Run 1, placed cells, one colour a class:
Fill, decap, tap and diode cells in grey.
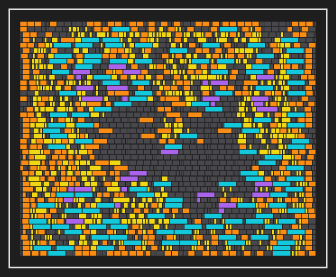
Run 1, drive-strength map:
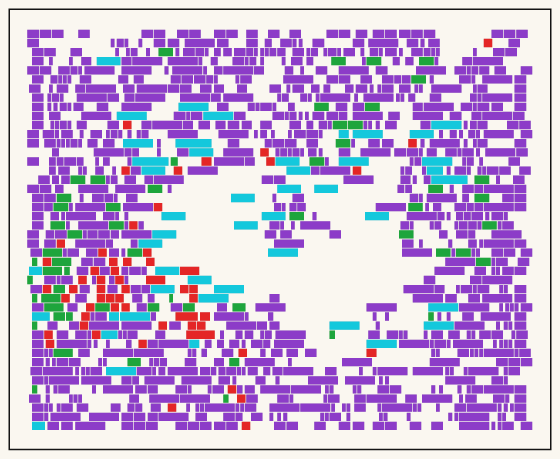
Run 1, placed standard cells:
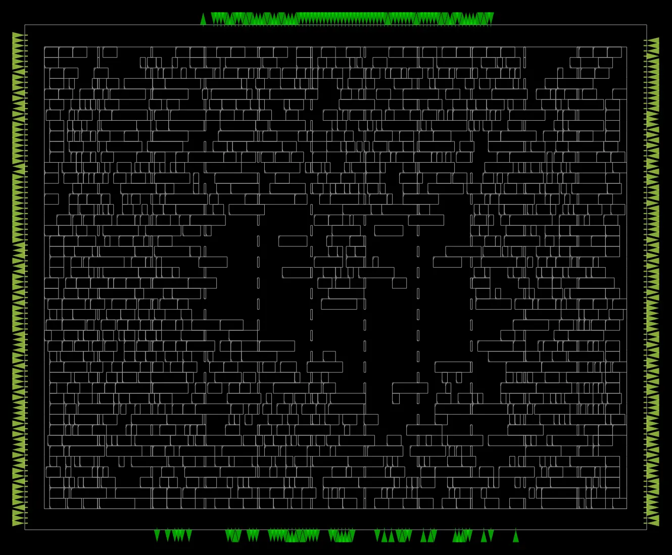
Run 1, I/O nets highlighted:
Scale bar: 50 um.
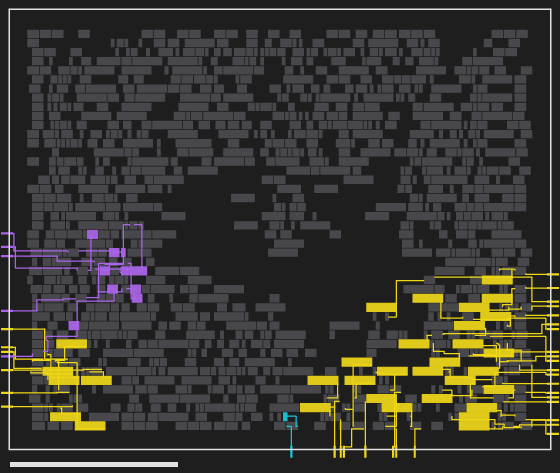
<file path="src/rtl/operand_fetch.sv">
// ID->EX operand stage: regfile read, EX/MEM forwarding, load-use bubble
// and the ID/EX pipeline register with a valid/ready handshake.
module operand_fetch #(
    parameter int XLEN  = 32,
    parameter int CNT_W = 16
) (
    input  logic             clk_i,
    input  logic             rst_ni,
    input  logic             id_valid,
    output logic             id_ready,
    input  logic [XLEN-1:0]  id_pc,
    input  logic [4:0]       id_rs1_addr,
    input  logic [4:0]       id_rs2_addr,
    input  logic [4:0]       id_rd_addr,
    input  logic             id_rd_wren,
    input  logic             id_is_load,
    output logic [4:0]       rs1_addr,
    output logic [4:0]       rs2_addr,
    input  logic [XLEN-1:0]  rs1_data,
    input  logic [XLEN-1:0]  rs2_data,
    input  logic [XLEN-1:0]  ex_alu_result,
    input  logic [4:0]       mem_rd_addr,
    input  logic             mem_rd_wren,
    input  logic [XLEN-1:0]  mem_rd_data,
    input  logic             ex_ready,
    input  logic             flush,
    output logic             ex_valid,
    output logic [XLEN-1:0]  ex_pc,
    output logic [XLEN-1:0]  ex_rs1_val,
    output logic [XLEN-1:0]  ex_rs2_val,
    output logic [4:0]       ex_rd_addr,
    output logic             ex_rd_wren,
    output logic             ex_is_load,
    output logic [CNT_W-1:0] stall_cnt
);

    logic             ex_valid_q,   ex_valid_d;
    logic [XLEN-1:0]  ex_pc_q,      ex_pc_d;
    logic [XLEN-1:0]  ex_rs1_val_q, ex_rs1_val_d;
    logic [XLEN-1:0]  ex_rs2_val_q, ex_rs2_val_d;
    logic [4:0]       ex_rd_addr_q, ex_rd_addr_d;
    logic             ex_rd_wren_q, ex_rd_wren_d;
    logic             ex_is_load_q, ex_is_load_d;
    logic [CNT_W-1:0] stall_cnt_q,  stall_cnt_d;

    logic             ex_fwd_ok;
    logic             hazard;
    logic [XLEN-1:0]  src1_val, src2_val;

    assign rs1_addr = id_rs1_addr;
    assign rs2_addr = id_rs2_addr;

    // A load in EX has no result yet, so it can never forward from EX.
    assign ex_fwd_ok = ex_valid_q && ex_rd_wren_q && !ex_is_load_q;

    always_comb begin
        src1_val = rs1_data;
        if (id_rs1_addr == 5'd0)
            src1_val = '0;
        else if (ex_fwd_ok && ex_rd_addr_q == id_rs1_addr)
            src1_val = ex_alu_result;
        else if (mem_rd_wren && mem_rd_addr == id_rs1_addr)
            src1_val = mem_rd_data;
    end

    always_comb begin
        src2_val = rs2_data;
        if (id_rs2_addr == 5'd0)
            src2_val = '0;
        else if (ex_fwd_ok && ex_rd_addr_q == id_rs2_addr)
            src2_val = ex_alu_result;
        else if (mem_rd_wren && mem_rd_addr == id_rs2_addr)
            src2_val = mem_rd_data;
    end

    // Both sources are compared regardless of whether the opcode uses them.
    assign hazard = id_valid && ex_valid_q && ex_is_load_q && ex_rd_wren_q
                    && (ex_rd_addr_q != 5'd0)
                    && (ex_rd_addr_q == id_rs1_addr || ex_rd_addr_q == id_rs2_addr);

    assign id_ready = !hazard && (!ex_valid_q || ex_ready);

    always_comb begin
        ex_valid_d   = ex_valid_q;
        ex_pc_d      = ex_pc_q;
        ex_rs1_val_d = ex_rs1_val_q;
        ex_rs2_val_d = ex_rs2_val_q;
        ex_rd_addr_d = ex_rd_addr_q;
        ex_rd_wren_d = ex_rd_wren_q;
        ex_is_load_d = ex_is_load_q;
        stall_cnt_d  = stall_cnt_q;

        if (hazard && !flush && stall_cnt_q != {CNT_W{1'b1}})
            stall_cnt_d = stall_cnt_q + 1'b1;

        if (flush) begin
            ex_valid_d = 1'b0;
        end else if (ex_valid_q && !ex_ready) begin
            ex_valid_d = 1'b1;
        end else if (hazard) begin
            ex_valid_d = 1'b0;
        end else begin
            ex_valid_d = id_valid;
            if (id_valid) begin
                ex_pc_d      = id_pc;
                ex_rs1_val_d = src1_val;
                ex_rs2_val_d = src2_val;
                ex_rd_addr_d = id_rd_addr;
                ex_rd_wren_d = id_rd_wren;
                ex_is_load_d = id_is_load;
            end
        end
    end

    always_ff @(posedge clk_i or negedge rst_ni) begin
        if (!rst_ni) begin
            ex_valid_q   <= 1'b0;
            ex_pc_q      <= '0;
            ex_rs1_val_q <= '0;
            ex_rs2_val_q <= '0;
            ex_rd_addr_q <= '0;
            ex_rd_wren_q <= 1'b0;
            ex_is_load_q <= 1'b0;
            stall_cnt_q  <= '0;
        end else begin
            ex_valid_q   <= ex_valid_d;
            ex_pc_q      <= ex_pc_d;
            ex_rs1_val_q <= ex_rs1_val_d;
            ex_rs2_val_q <= ex_rs2_val_d;
            ex_rd_addr_q <= ex_rd_addr_d;
            ex_rd_wren_q <= ex_rd_wren_d;
            ex_is_load_q <= ex_is_load_d;
            stall_cnt_q  <= stall_cnt_d;
        end
    end

    assign ex_valid   = ex_valid_q;
    assign ex_pc      = ex_pc_q;
    assign ex_rs1_val = ex_rs1_val_q;
    assign ex_rs2_val = ex_rs2_val_q;
    assign ex_rd_addr = ex_rd_addr_q;
    assign ex_rd_wren = ex_rd_wren_q;
    assign ex_is_load = ex_is_load_q;
    assign stall_cnt  = stall_cnt_q;

endmodule

</file>
<file path="config.mk">
export PLATFORM = sky130hd
export DESIGN_NAME = operand_fetch
export DESIGN_NICKNAME = d
export VERILOG_FILES = /design/src/rtl/operand_fetch.sv
export SDC_FILE = /design/constraint.sdc
export NUM_CORES = 1
export LEC_CHECK = 0
export CAP_MARGIN = 0
export CORE_ASPECT_RATIO = 0.8
export CORE_MARGIN = 5
export CORE_UTILIZATION = 35
export DETAILED_ROUTE_END_ITERATION = 8
export PLACE_DENSITY_LB_ADDON = 0.3
export SLEW_MARGIN = 20
export SYNTH_ARGS = -nofsm -noshare
export SYNTH_HDL_FRONTEND = slang
export SYNTH_SLANG_ARGS = --single-unit
export TNS_END_PERCENT = 50
</file>
<file path="constraint.sdc">
create_clock -name clk_i -period 3.05 [get_ports clk_i]
set_clock_uncertainty 0.15 [all_clocks]
set_input_delay 0.915 -clock clk_i [delete_from_list [all_inputs] [get_ports clk_i]]
set_output_delay 0.915 -clock clk_i [all_outputs]
set_load 0.02 [all_outputs]
</file>
==> Slide: Implementation Results, run 1 <==
Key Metrics from the Run

Synth
  – Adder Share, Synth: 0.00196
  – Complex Gates by Area: 0.218
  – Asr flop ratio synth: 1.00
  – Cell Type Count: 44
  – Seq/Total Area, Yosys: 0.470
  – Syn nets: 908
  – Synth flops: 120
  – Yosys synthesis chip area: 0.00639 mm2
  – Synth cell count leaders: nand2_1 (219), dfrtp_1 (120), nor2_1 (73)
  – Synth top area cells: dfrtp_1 (47%), nand2_1 (13%), a31oi_1 (6.3%)
  – Ys cells: 719
  – Post-Syn Area: 0.00639 mm2
  – Area leader, netlist: dfrtp_1
  – Ys flop type: dfrtp_1
  – Post-synth EDFFs: 0
  – Dominant cell area share: 0.470
  – XOR/XNOR Area Share: 0.0425
  – Yosys simple share: 0.213
  – Synth warnings: 0
  – Multiplexer share: 0.00352
  – Synth top cell by count: nand2_1
  – Mapped Avg Cell Area: 8.89 um2
  – Syn Inst Count: 719

Status
  – Status: complete, no violations

Detailed routing
  – DR DRC count: 0
  – Highest metal used: met4
  – Met3 WL: 2460 um
  – Post-DRT Antenna Nets: 0
  – Met2 WL post-DR: 11800 um
  – Routed wire per std cell: 19.6 um
  – Total wire length: 25500 um
  – DR iter-0 viols: 462
  – DR pass1 iterations: 5
  – Vias post-DR: 6778
  – Met1 wire length: 10800 um

Min path
  – Hold endpoint: ex_pc[13]
  – Hold Crit Start: ex_pc[13]
  – Hold crit path type: flop to flop
  – WHS Path Cells: 2

STA
  – Min cycle time layout: 2.99 ns
  – Slew Viols, Final: 0
  – Slew @ Worst Pin: 1.00 ns
  – RSZ-0062 raised after global routing: yes
  – Final Hold Viols: 0
  – Final setup fails: 0
  – Part of the cycle the worst path needs: 0.980
  – Max Freq: 335 MHz
  – Worst hold slack: 0.322 ns
  – Total negative setup slack: 0 ns
  – Slew headroom: 0.329

Clock network
  – Hold_buf cts: 0
  – Post-cts sizing count: 32
  – CTS HTree Levels: 4
  – Clock Tree Root: clkbuf_16
  – Clock Pin Slew Worst Setup and Hold Paths: 0.06 ns
  – Number of buffers created by CTS: 17
  – Clock sink total: 120
  – Worst-case clock buffer depth: 2
  – CTS tree: built
  – Setup bufs post-CTS: 8
  – Clk Latency, worst-skew pair: 0.41 ns

Worst setup path
  – R2r setup slk: 0.24 ns
  – Most frequent CP cell: nor2_1
  – Critical path fanouts, max: 2
  – Crit path depth: 7
  – RR Endpoint: ex_rs2_val[29]
  – Critical Path AT: 1.92 ns
  – Critical path destination: id_ready
  – Ordered list of cells on the worst path: buf_2, xor2_2, nor3_2, a22oi_2, nor2_1, nor2_1, buf_4
  – Delay-heaviest family, CP: simple AND/OR/NAND/NOR gates
  – Reg-to-reg startpoint: ex_rd_addr[2]
  – Crit start category: primary input
  – CP bufs+invs: 2
  – Worst setup path category: primary input to output port
  – Critical Path RT: 1.98 ns
  – R2R depth: 14
  – Worst path slowest cell: nor3_2
  – Crit end category: output port
  – CP peak stage delay: 0.24 ns
  – Worst Setup SP: id_rs1_addr[3]

Power and ir drop
  – Sw power: 1.71 mW
  – Clk power: 2.12 mW
  – Worst VDD drop: 0.308 mV
  – Combinational fraction of design power: 0.289
  – Clk pwr share: 0.371
  – Seq. pwr: 1.94 mW
  – Leak: 4.87 nW
  – P_comb: 1.65 mW
  – Pwr Total: 5.71 mW
  – Sw frac: 0.299
  – Cell internal pwr: 4.00 mW
  – Top pwr grp: the clock network
  – Sequential power share: 0.340

Global route
  – Vias in the first global route: 6775
  – Global route hottest layer: met2
  – Antenna violations before repair: 0
  – Wire length of the first global-routing pass: 38800 um
  – Met2 usage: 0.382
  – Total gr overflow: 0
  – GRT Util Overall: 0.238
  – Met1 GRT Util: 0.310

Cells and area
  – Core occupancy in the finished layout: 0.606
  – Non-clock buffer share: 0.353
  – Clock buffers: 19
  – Nonclk inv count: 3
  – Clk cell area share: 0.0568
  – Dominant logic cell type in the layout: clkdlybuf4s50_1
  – Final net count: 1248
  – Share of layout cells above drive strength 1: 0.149
  – Dominant kind of cell: non-clock buffers
  – Synth-to-layout area growth: 71.1%
  – Diode count: 1
  – Gate Area: 0.00316 mm2
  – Register Area: 0.00300 mm2
  – Number of multi-input logic gates: 535
  – Most frequent cells in the layout: clkdlybuf4s50_1 (305), nand2_1 (219), dfrtp_1 (120)

Run
  – Tool Warnings: 27
  – Max-Cap Viols: 0

Floorplan
  – Die Width: 161 um
  – Die Size: 0.0211 mm2
  – Die y size: 131 um
  – Core Util at FP: 0.354

Place
  – Post-place setup slack: -0.800 ns
  – Placed inst area: 0.0102 mm2
  – Dpl cells: 1261
  – Dpl hpwl: 19200 um
  – GPL Wtd Cong: 0.923
Notes on 'placed cells, one colour a class' above:
- remaining buffers and delay cells: orange (cells 382; share of their area 36%)
- clock drivers and dummy loads: purple (cells 32; share of their area 5.8%)
- remaining logic cells: yellow (cells 538; share of their area 30%)
- registers: cyan (cells 120; share of their area 28%)
Cell Rows: 44
final instance area: 0.0109 mm2
flop share of the area: 0.275

Notes on 'drive-strength map' above:
- x1 and smaller: purple (cells 912; share 85%; most used clkdlybuf4s50_1)
- x2: green (cells 57; share 5.3%; most used o31ai_2)
- x6 and larger: cyan (cells 46; share 4.3%; most used buf_12)
- x3 and x4: red (cells 57; share 5.3%; most used buf_4)
Non-CTS buffers: 382
fin worst setup slack: 0.0608 ns

Notes on 'placed standard cells' above:
Final Non-Filler Cells: 1303
layout filler cell count: 1575
Tap Count: 230
Core Area: 0.0181 mm2
Flops: 120

Notes on 'I/O nets highlighted' above:
- ex_pc: yellow (bits 32; direction output; end cells 32; buffers 32; wire 904 um)
- mem_rd_addr: purple (bits 5; direction input; end cells 11; buffers 9; wire 270 um)
- id_rd_wren: cyan (bits 1; direction input; end cells 1; buffers 1; wire 13.9 um)
port bufs: 318
IO Count: 319

==> inputs of run 2 (changes only) <==
--- a/config.mk
+++ b/config.mk
@@ -11,6 +11,7 @@
 export CORE_UTILIZATION = 35
 export DETAILED_ROUTE_END_ITERATION = 8
 export PLACE_DENSITY_LB_ADDON = 0.3
+export SKIP_CTS_REPAIR_TIMING = 1
 export SLEW_MARGIN = 20
 export SYNTH_ARGS = -nofsm -noshare
 export SYNTH_HDL_FRONTEND = slang
Run 2, placed standard cells:
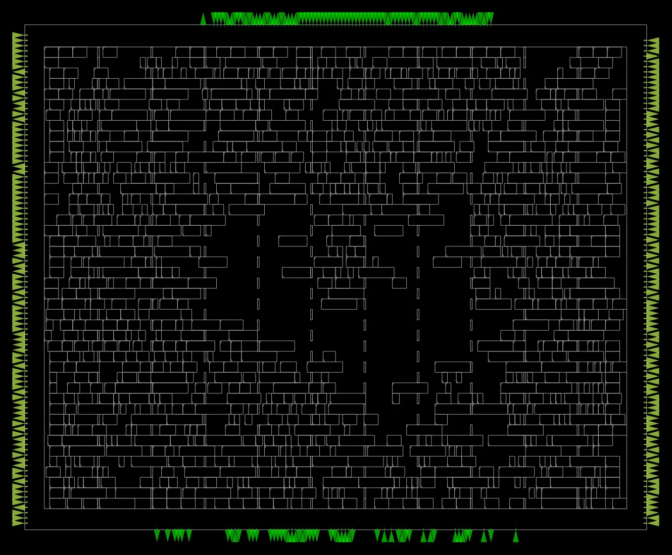
layout filler cell count: 1579
core occupancy in the finished layout: 0.602
Final Non-Filler Cells: 1296
flop share of the area: 0.276

Run 2, signal wires by layer:
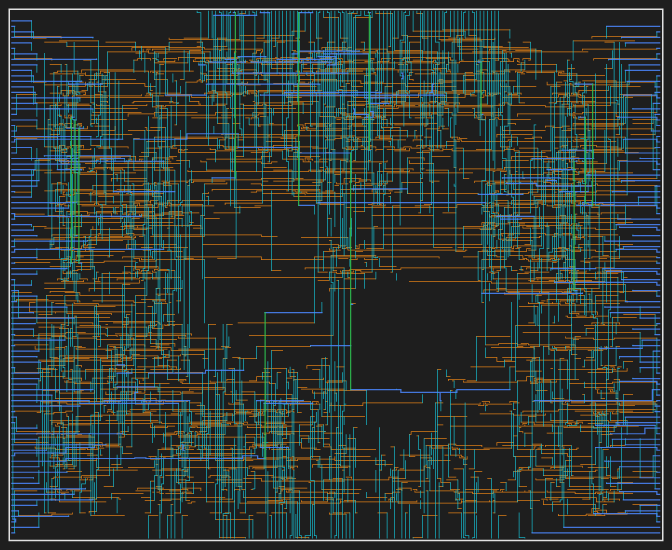
- M1: orange (wire length 10900 um)
- M3: blue (wire length 2460 um)
- M4: green (wire length 411 um)
- M2: cyan (wire length 11700 um)
GRT Util Overall: 0.236
Routed wire per std cell: 19.7 um
vias post-DR: 6730
total wire length: 25500 um

Run 2, I/O nets highlighted:
Scale bar: 50 um.
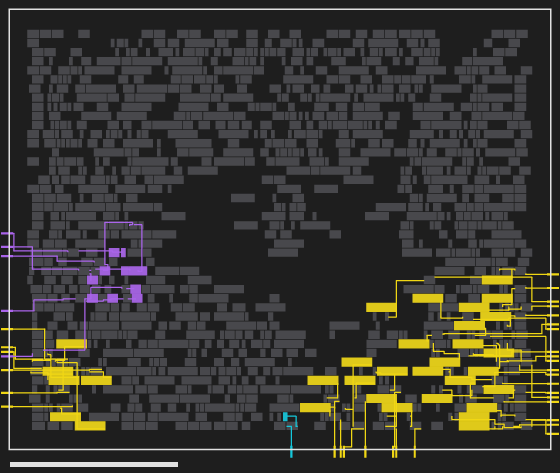
- id_rd_wren: cyan (bits 1; direction input; end cells 1; buffers 1; wire 13.9 um)
- ex_pc: yellow (bits 32; direction output; end cells 32; buffers 32; wire 906 um)
- mem_rd_addr: purple (bits 5; direction input; end cells 11; buffers 9; wire 236 um)

==> run 2 against run 1 <==
Compared with the run above: hold slack about the same; register-to-register slack better by 0.16 ns; worst setup slack better by 0.0027 ns; cell area down 0.64%; utilization down 0.39 points; combinational power about the same; wire length down 0.26%; area after synthesis unchanged; cell count down 0.54%.
==> Slide: Implementation Results, run 2 <==
Key Metrics from the Run

Run
  – Max-Cap Viols: 0
  – Tool Warnings: 26

Worst setup path
  – Most frequent CP cell: nor2_2
  – Delay-heaviest family, CP: AND-OR/OR-AND gates
  – R2r setup slk: 0.40 ns
  – CP bufs+invs: 2
  – CP peak stage delay: 0.31 ns
  – Critical path fanouts, max: 2
  – Worst Setup SP: id_rs1_addr[4]
  – Worst path slowest cell: a22oi_2
  – Crit end category: output port

STA
  – Slew headroom: 0.335
  – Slew @ Worst Pin: 0.995 ns
  – Fin worst setup slack: 0.0634 ns
  – Min cycle time layout: 2.99 ns
  – Worst hold slack: 0.322 ns
  – Slew Viols, Final: 0
  – Part of the cycle the worst path needs: 0.979
  – Final Hold Viols: 0

Floorplan
  – Die Width: 161 um
  – IO Count: 319
  – Tap Count: 230
  – Die Size: 0.0211 mm2
  – Cell Rows: 44
  – Core Util at FP: 0.354
  – Die y size: 131 um
  – Core Area: 0.0181 mm2

Synth
  – Mapped Avg Cell Area: 8.89 um2
  – Post-synth EDFFs: 0
  – Asr flop ratio synth: 1.00
  – Ys flop type: dfrtp_1
  – Post-Syn Area: 0.00639 mm2
  – Area leader, netlist: dfrtp_1
  – Complex Gates by Area: 0.218
  – Cell Type Count: 44
  – Adder Share, Synth: 0.00196
  – Synth top area cells: dfrtp_1 (47%), nand2_1 (13%), a31oi_1 (6.3%)
  – Dominant cell area share: 0.470
  – Ys cells: 719
  – Yosys synthesis chip area: 0.00639 mm2
  – Seq/Total Area, Yosys: 0.470
  – Syn nets: 908
  – Synth top cell by count: nand2_1
  – Synth warnings: 0

Power and ir drop
  – Clk pwr share: 0.373
  – Pwr Total: 5.68 mW
  – Cell internal pwr: 3.98 mW
  – Combinational fraction of design power: 0.285
  – Seq. pwr: 1.94 mW
  – Sequential power share: 0.342
  – Worst VDD drop: 0.310 mV

Place
  – Dpl hpwl: 19200 um
  – Dpl cells: 1261
  – Post-place setup slack: -0.800 ns

Cells and area
  – Diode count: 1
  – Register Area: 0.00300 mm2
  – Dominant logic cell type in the layout: clkdlybuf4s50_1
  – Non-clock buffer share: 0.351
  – Flops: 120
  – Clock buffers: 19
  – Nonclk inv count: 3
  – Dominant kind of cell: non-clock buffers
  – Final instance area: 0.0109 mm2
  – Number of multi-input logic gates: 535

Clock network
  – CTS HTree Levels: 4
  – Clock Tree Root: clkbuf_16
  – Clk Latency, worst-skew pair: 0.41 ns
  – CTS tree: built
  – Clock sink total: 120

Min path
  – Hold endpoint: ex_pc[13]
  – WHS Path Cells: 2
  – Hold Crit Start: ex_pc[13]

Detailed routing
  – Met2 WL post-DR: 11700 um
  – Met1 wire length: 10900 um
  – DR pass1 iterations: 5
  – Met3 WL: 2460 um

Status
  – Status: complete, no violations

Global route
  – Global route hottest layer: met2
  – Met1 GRT Util: 0.308
  – Met2 usage: 0.378
  – Total gr overflow: 0
  – Vias in the first global route: 6720
Power figures rest on the tool's default switching activity, not on a simulated workload.
